**src/rtl/uart_defs.sv**
```systemverilog
// uart_defs: state encodings and baud timing shared by the UART receiver and transmitter
package uart_defs;

    typedef enum logic [2:0] {IDLE, START, DATA_BITS, STOP, RECOVER} uart_state_e;

    function automatic int baud_ticks(input int clk_freq, input int br);
        return clk_freq / br;
    endfunction

    function automatic int half_ticks(input int clk_freq, input int br);
        return (baud_ticks(clk_freq, br) - 1) / 2;
    endfunction

endpackage

```
**src/rtl/uart_sync_2ff.sv**
```systemverilog
// uart_sync_2ff: two-flop synchronizer, resets to the idle-high line level
module uart_sync_2ff (
    input  logic i_clk,
    input  logic i_rst_n,
    input  logic i_d,
    output logic o_q
);
    logic s1_q, s2_q;

    always_ff @(posedge i_clk or negedge i_rst_n) begin
        if (!i_rst_n) begin
            s1_q <= 1'b1;
            s2_q <= 1'b1;
        end else begin
            s1_q <= i_d;
            s2_q <= s1_q;
        end
    end

    assign o_q = s2_q;
endmodule

```
**src/rtl/uart_rx_rtl.sv**
```systemverilog
// uart_rx_rtl: UART receiver, LSB first, one stop bit, mid-bit sampling
// with glitch rejection on the start bit and a single error pulse per break.
module uart_rx_rtl
    import uart_defs::*;
#(
    parameter int B_PER_T  = 8,
    parameter int BR       = 9600,
    parameter int CLK_FREQ = 50_000_000
) (
    input  logic               i_clk,
    input  logic               i_rst_n,
    input  logic               i_rx,
    output logic [B_PER_T-1:0] o_data,
    output logic               o_dv,
    output logic               o_frame_err,
    output logic               o_busy
);
    localparam int BAUD_TICKS = baud_ticks(CLK_FREQ, BR);
    localparam int HALF_TICKS = half_ticks(CLK_FREQ, BR);
    localparam int CW = (BAUD_TICKS > 1) ? $clog2(BAUD_TICKS) : 1;
    localparam int BW = (B_PER_T > 1) ? $clog2(B_PER_T) : 1;

    if (BAUD_TICKS < 4) begin : g_baud_check
        $error("uart_rx_rtl: CLK_FREQ/BR must be at least 4");
    end

    logic rx_s;

    uart_sync_2ff u_sync (
        .i_clk  (i_clk),
        .i_rst_n(i_rst_n),
        .i_d    (i_rx),
        .o_q    (rx_s)
    );

    uart_state_e        state_q, state_d;
    logic [CW-1:0]      cnt_q, cnt_d;
    logic [BW-1:0]      idx_q, idx_d;
    logic [B_PER_T-1:0] sh_q, sh_d, data_q, data_d;
    logic               dv_q, dv_d, ferr_q, ferr_d;

    wire half_hit = cnt_q == CW'(HALF_TICKS);
    wire baud_hit = cnt_q == CW'(BAUD_TICKS - 1);

    always_comb begin
        state_d = state_q;
        cnt_d   = cnt_q + 1'b1;
        idx_d   = idx_q;
        sh_d    = sh_q;
        data_d  = data_q;
        dv_d    = 1'b0;
        ferr_d  = 1'b0;
        unique case (state_q)
            IDLE: begin
                cnt_d   = '0;
                state_d = rx_s ? IDLE : START;
            end
            START: if (half_hit) begin
                cnt_d   = '0;
                idx_d   = '0;
                state_d = rx_s ? IDLE : DATA_BITS;
            end
            DATA_BITS: if (baud_hit) begin
                cnt_d   = '0;
                sh_d    = (sh_q >> 1) | (B_PER_T'(rx_s) << (B_PER_T - 1));
                idx_d   = idx_q + 1'b1;
                state_d = (idx_q == BW'(B_PER_T - 1)) ? STOP : DATA_BITS;
            end
            STOP: if (baud_hit) begin
                cnt_d   = '0;
                data_d  = rx_s ? sh_q : data_q;
                dv_d    = rx_s;
                ferr_d  = !rx_s;
                state_d = rx_s ? IDLE : RECOVER;
            end
            RECOVER: begin
                cnt_d   = '0;
                state_d = rx_s ? IDLE : RECOVER;
            end
            default: state_d = IDLE;
        endcase
    end

    always_ff @(posedge i_clk or negedge i_rst_n) begin
        if (!i_rst_n) begin
            state_q <= IDLE;
            cnt_q   <= '0;
            idx_q   <= '0;
            sh_q    <= '0;
            data_q  <= '0;
            dv_q    <= 1'b0;
            ferr_q  <= 1'b0;
        end else begin
            state_q <= state_d;
            cnt_q   <= cnt_d;
            idx_q   <= idx_d;
            sh_q    <= sh_d;
            data_q  <= data_d;
            dv_q    <= dv_d;
            ferr_q  <= ferr_d;
        end
    end

    assign o_data      = data_q;
    assign o_dv        = dv_q;
    assign o_frame_err = ferr_q;
    assign o_busy      = state_q != IDLE;
endmodule

```
**config.mk**
```make
export PLATFORM = sky130hd
export DESIGN_NAME = uart_rx_rtl
export DESIGN_NICKNAME = d
export VERILOG_FILES = /design/src/rtl/uart_defs.sv /design/src/rtl/uart_sync_2ff.sv /design/src/rtl/uart_rx_rtl.sv
export SDC_FILE = /design/constraint.sdc
export NUM_CORES = 1
export LEC_CHECK = 0
export ABC_AREA = 1
export CORE_UTILIZATION = 50
export DETAILED_ROUTE_END_ITERATION = 8
export PLACE_DENSITY = 0.72
export RECOVER_POWER = 100
export SKIP_LAST_GASP = 1
export SYNTH_ARGS = -nofsm -noshare
export SYNTH_HDL_FRONTEND = slang
export SYNTH_SLANG_ARGS = --single-unit
```
**constraint.sdc**
```tcl
create_clock -name i_clk -period 1.6 [get_ports i_clk]
set_clock_uncertainty 0.05 [all_clocks]
set_input_delay 0.4 -clock i_clk [delete_from_list [all_inputs] [get_ports i_clk]]
set_output_delay 0.4 -clock i_clk [all_outputs]
set_load 0.02 [all_outputs]
```
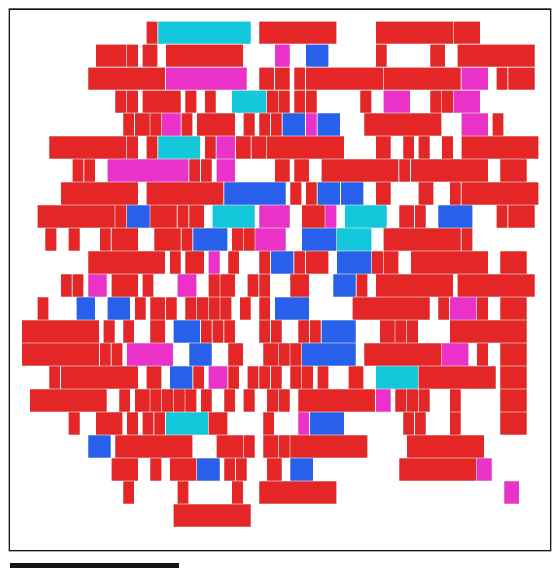
Fig. 1. Cells by drive strength.
Scale bar: 20 µm.
Key: blue = x3 and x4 [cells 25, most used buf_4]; magenta = x2 [cells 25, most used o21ai_2]; cyan = x6 and larger [cells 8, most used clkbuf_8]; red = x1 and smaller [cells 215, most used nand2_1]
Final WS setup: 0.0748 ns
Non-clock buffers: 30
post-route cell area: 2390 µm²
Layout area overhead: 24.6%

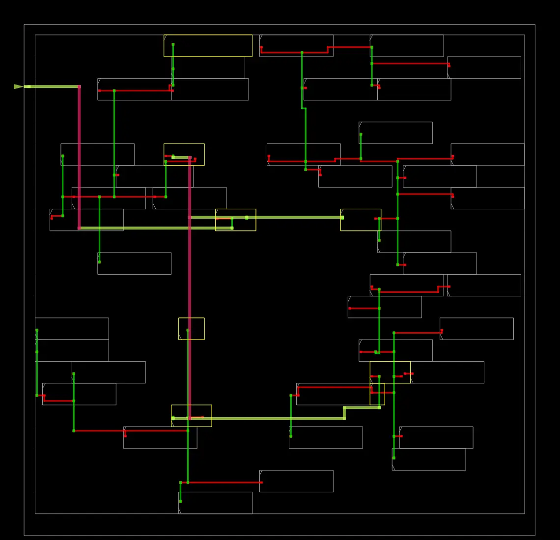
Fig. 2. Clock wiring as the flow saved it.
cts bufs inserted: 5
clock buffers: 5
clk latency late pin: 0.30 ns
clock tree sinks: 39
clock group total power: 815 µW

==> metrics.yaml <==
yosysChipArea_um2: 1910
fp_util_pct: 52.3
p_leak_uw: 0.00121
grt_usage_pct: 19.7
crit_arrival_ns: 1.67
timing.final.crit_share_pct: 95.3
final-max-slew-violation-count: 0
drive_gt1_share_pct: 21.2
period_needed_ns: 1.53
synth_warnings: 0
tool_warnings: 28
overflow: 0
start_kind: "register"
antennaDiodeCount: 0
gp_congestion: 0.848
ir_drop_mv: 0.400
yosysTopAreaCell: "dfrtp_1"
end_kind: "register"
tightest_slew_ns: 0.942
relSlewSlack_pct: 37.2
pin_count: 14
ant_nets: 0
rsz0062_at_grt: "yes"
finalHoldViolations: 0
synth_cell_types: 26
status: "completed"
fmax_ghz: 0.656
startpoint: "cnt_q[1]"
clkTransAtPathRegs_ns: 0.08
yosys_cells: 236
p_per_area_nw_per_um2: 768
ys_seq_share_pct: 51.1
dp_hpwl_um: 2640
post-place-ws_ns: -0.0561
vias: 1559
drc: 0
cts-root-buf: "clkbuf_8"
endpoint: "o_data[5]"
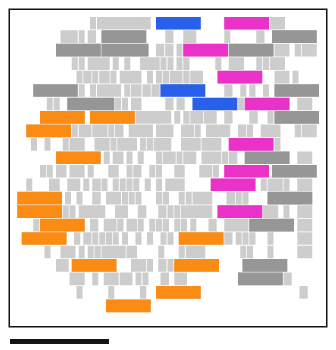
Fig. 3. Where the registers sit.
Scale bar: 20 µm.
Key: orange = cnt_q [sequential cells 13]; magenta = sh_q [sequential cells 8]; blue = state_q [sequential cells 3]
Another 15 sequential cells are not colored.
sequential cell area share: 41.0%
storage element area: 978 µm²

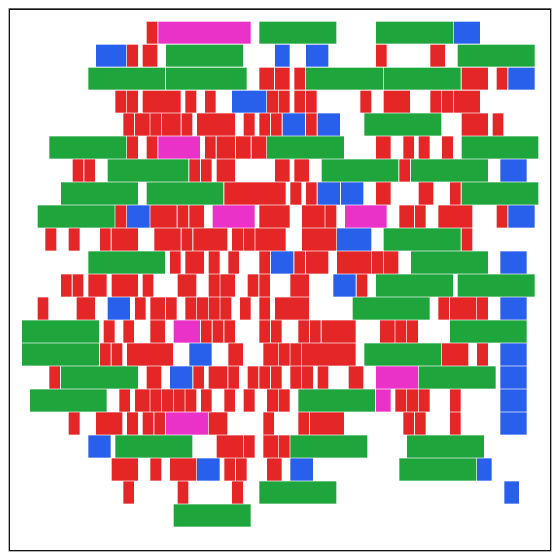
Fig. 4. Cells colored by class.
Key: blue = remaining buffers and delay cells [cells 30]; magenta = clock drivers and dummy loads [cells 8]; red = remaining logic cells [cells 196]; green = registers [cells 39]
Core Region: 3660 µm²
row count: 22
Finished Core Util: 65.2%

-- stage by stage --
step,cells,utilization [%],TNS (ns),total power [µW],area (µm²)
2_1_floorplan,236,-,0,1010,1910
4_1_cts,319,63.4,-0.0764,1850,2320
5_1_grt,321,65.2,-0.0549,1890,2390
3_3_place_gp,311,60.5,-0.0491,1040,2220
6_report,321,65.2,0,1830,2390
3_5_place_dp,311,60.5,-0.126,1040,2220
-- cell type report --
class	instances	area, µm²
Fill cell	330	1270
Sequential cell	39	978
Multi-Input combinational cell	155	838
Timing Repair Buffer	30	240
Inverter	41	156
Clock buffer	5	68.8
Tap cell	48	60.1
Clock inverter	3	43.8
-- Yosys cell counts (all sizes together) --
library cell  count
a21oi             6
a22oi             1
buf               2
clkinv            6
dfrtp            37
dfstp             2
ha                3
inv              35
nand2            61
nand3            13
nand3b            1
nand4             3
nor2             41
nor3              2
o21ai            14
o21bai            1
xor2              8
-- power by group --
| group | switching [µW] | leakage (µW) | total, µW | internal (µW) |
|---|---|---|---|---|
| logic | 19.0 | 0.000625 | 23.3 | 4.27 |
| clock network | 351 | 0.0000581 | 815 | 464 |
| registers | 4.51 | 0.000523 | 994 | 990 |
| total | 374 | 0.00121 | 1830 | 1460 |
-- layer usage --
layer  vias up  track usage (%)  wire length (µm)
li1        790                -                 -
met3         7             5.54               117
met1       740             24.7              1650
met5         -                0                 0
met2        22             31.9              1870
met4         0             7.95                65
-- repair_timing --
item | 4_1_cts | 5_1_grt
setup buffers | 0 | 1
gates resized | 12 | 19
setup endpoints to repair | 14 | 28
gates cloned | 0 | 1
pin swaps | 0 | 4
-- how the worst min path moves through the flow --
stage                     start     endpoint  depth (start not counted)
finish                  i_rst_n      sh_q[1]                          2
global route        u_sync.s1_q   u_sync.o_q                          0
floorplan               i_rst_n     cnt_q[0]                          0
detailed placement  u_sync.s1_q   u_sync.o_q                          0
global placement    u_sync.s1_q   u_sync.o_q                          0
CTS                     i_rst_n  o_frame_err                          2
-- sequential cells by signal (all words and copies together), names as in the netlist --
signal / count
cnt_q: 13
o_data: 8
sh_q: 8
idx_q: 3
state_q: 3
o_dv: 1
o_frame_err: 1
u_sync.o_q: 1
u_sync.s1_q: 1
-- critical path: stages (launching register included) --
cell and delay [ns]:
dfrtp_1 0.36, ha_2 0.19, nand2_2 0.10, nor2_4 0.15, nand3_4 0.11, nor2_4 0.19, nand2_4 0.11, nand2_1 0.10
o21ai_2 0.06
-- kinds of logic (layout without fill, tap and decap cells) --
| logic type | Yosys count | after routing | share of synthesized area (%) |
|---|---|---|---|
| fa+ha+maj | 3 | 3 | 1.96 |
| compound gates | 22 | 22 | 7.19 |
| buf+inv | 43 | 79 | 8.89 |
| xor+xnor | 8 | 8 | 3.66 |
| flops | 39 | 39 | 51.1 |
| simple gates | 121 | 122 | 27.2 |
Power figures rest on the tool's default switching activity, not on a simulated workload.
